`src/rtl/alu_result_buffer.sv`:
```
// alu_result_buffer: 2-entry skid buffer for ALU results, optional ALU_RESULT_STATS_EN push counters
module alu_result_buffer #(
    parameter int WIDTH = 32,
    parameter int OPW   = 4
) (
    input  logic             Clk,
    input  logic             Reset,
    input  logic [WIDTH-1:0] AluOut,
    input  logic             AluZero,
    input  logic [OPW-1:0]   AluOp,
    input  logic             InValid,
    output logic             InReady,
    output logic [WIDTH-1:0] Result,
    output logic             ResultZero,
    output logic [OPW-1:0]   ResultOp,
    output logic             OutValid,
    input  logic             OutReady
`ifdef ALU_RESULT_STATS_EN
    ,
    output logic [15:0]      AcceptCount,
    output logic [15:0]      ZeroCount
`endif
);
    typedef enum logic [1:0] {EMPTY = 2'd0, ONE = 2'd1, TWO = 2'd2} state_t;
    state_t state, state_nx;
    logic [WIDTH-1:0] skid_out;
    logic skid_zero;
    logic [OPW-1:0] skid_op;
    logic push, pop, load_head, load_skid, move_skid;
    assign InReady  = state != TWO;
    assign OutValid = state != EMPTY;
    assign push     = InValid & InReady;
    assign pop      = OutValid & OutReady;
    always_comb begin
        state_nx  = state;
        load_head = 1'b0;
        load_skid = 1'b0;
        move_skid = 1'b0;
        case (state)
            EMPTY: begin
                state_nx  = push ? ONE : EMPTY;
                load_head = push;
            end
            ONE: begin
                state_nx  = push ? (pop ? ONE : TWO) : (pop ? EMPTY : ONE);
                load_head = push & pop;
                load_skid = push & ~pop;
            end
            TWO: begin
                state_nx  = pop ? ONE : TWO;
                move_skid = pop;
            end
            default: state_nx = EMPTY;
        endcase
    end
    always_ff @(posedge Clk) begin
        if (Reset) begin
            state      <= EMPTY;
            Result     <= '0;
            ResultZero <= 1'b0;
            ResultOp   <= '0;
            skid_out   <= '0;
            skid_zero  <= 1'b0;
            skid_op    <= '0;
        end else begin
            state <= state_nx;
            if (load_head) begin
                Result     <= AluOut;
                ResultZero <= AluZero;
                ResultOp   <= AluOp;
            end else if (move_skid) begin
                Result     <= skid_out;
                ResultZero <= skid_zero;
                ResultOp   <= skid_op;
            end
            if (load_skid) begin
                skid_out  <= AluOut;
                skid_zero <= AluZero;
                skid_op   <= AluOp;
            end
        end
    end
`ifdef ALU_RESULT_STATS_EN
    always_ff @(posedge Clk) begin
        if (Reset) begin
            AcceptCount <= '0;
            ZeroCount   <= '0;
        end else if (push) begin
            AcceptCount <= AcceptCount + 16'(AcceptCount != 16'hFFFF);
            ZeroCount   <= ZeroCount + 16'(AluZero && ZeroCount != 16'hFFFF);
        end
    end
`endif
endmodule

```
`config.mk`:
```
export PLATFORM = sky130hd
export DESIGN_NAME = alu_result_buffer
export DESIGN_NICKNAME = d
export VERILOG_FILES = /design/src/rtl/alu_result_buffer.sv
export SDC_FILE = /design/constraint.sdc
export NUM_CORES = 1
export LEC_CHECK = 0
export ABC_AREA = 1
export CAP_MARGIN = 30
export CORE_UTILIZATION = 40
export CTS_CLUSTER_DIAMETER = 60
export DETAILED_ROUTE_END_ITERATION = 8
export PLACE_DENSITY_LB_ADDON = 0.15
export SYNTH_ARGS = -nofsm -noshare
export SYNTH_HDL_FRONTEND = slang
export SYNTH_SLANG_ARGS = --single-unit
```
`constraint.sdc`:
```
create_clock -name Clk -period 1.7 [get_ports Clk]
set_input_delay 0.17 -clock Clk [delete_from_list [all_inputs] [get_ports Clk]]
set_output_delay 0.17 -clock Clk [all_outputs]
set_load 0.02 [all_outputs]
```
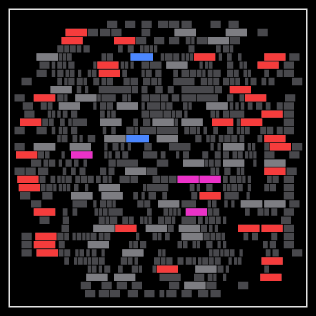
(images/flops_by_reg.png)
Scale: 3 px per um. Other sequential cells in the stronger grey, the rest of the logic in the fainter grey.
| signal | colour | flops |
|---|---|---|
| Result | red | 32 |
| state | blue | 2 |
| skid_op | magenta | 4 |
not coloured: 38
sequential portion of the cell area: 30.7%
seq pwr: 1990 uW
area taken by flip-flops and latches: 1520 um2
post-layout utilization of the core: 55.8%

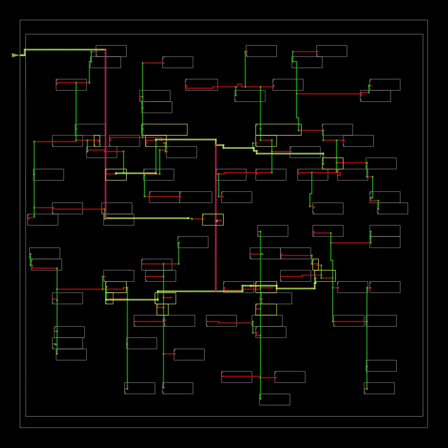
(images/clocks.png)
cts bufs inserted: 9
largest clock skew in the final design: 0.00875 ns
Clock Sinks: 76

==> COMMIT_EDITMSG <==
Log flow metrics for this revision

* WL met1: 4.81 mm
- Ys flop type: sky130_fd_sc_hd__dfxtp_1
* Clk pwr share: 32.6%
- Endpoints with negative setup slack in the final report add up to 0.
- The final timing summary puts the cycle share of the worst path at 95.4%.
* Top post-synthesis cells by count: sky130_fd_sc_hd__nand2_1, sky130_fd_sc_hd__nand4_1, sky130_fd_sc_hd__dfxtp_1
- Walking the critical path from launch to capture passes 3 cell instances.
- Net Sw Power: 1370 uW
* Yosys Instances: 529
- Multiplexer share of the synthesized area: 0%
* Final-layout non-clock buffer area share: 22.7%
- Of all nets on the critical path, the largest fanout is 4.
- Register share of total power: 42.7%
- Looking at area per cell type in the netlist, the leader is sky130_fd_sc_hd__dfxtp_1.
- The synthesis run identifies the leading combinational cell family as simple AND/OR/NAND/NOR gates.
- Layout multi-input combinational cell count: 349
- The design draws 4660 uW.
* Die boundary height: 98.6 um
- STA classifies the critical path endpoint as an output port.
- The root buffer cell chosen for the clock tree is sky130_fd_sc_hd__clkbuf_8.
- Number of enable flip-flop cells: 0
* Number of nets still failing antenna checks after routing: 0
* Residual DRC count: 0
- Number of cells traversed by the worst hold path: 2
- The flow ran to the end, and the final reports show no timing, DRC or antenna violations.
- H-tree depth: 3
* Cells after synthesis: 529
* Cell leakage power: 0.00201 uW
- Layout Area Growth over Synthesis: 32.8%
- Walking the worst path, the cells encountered are nor2_4 -> inv_1 -> clkdlybuf4s50_1.
* Overall track demand over capacity in global routing: 22.9%
- The initial antenna violation count was 0.
* Heaviest power group: sequential cells
- Asr flop ratio synth: 0%
- Crit Path Class: reg -> out
- Most numerous logic cell after layout: sky130_fd_sc_hd__nand2_1
- Buffering stage count on the worst path with inverters included: 2
* Cell Rows: 34
* Chip area: 9730 um2
Power is estimated from default activity; no workload was simulated.
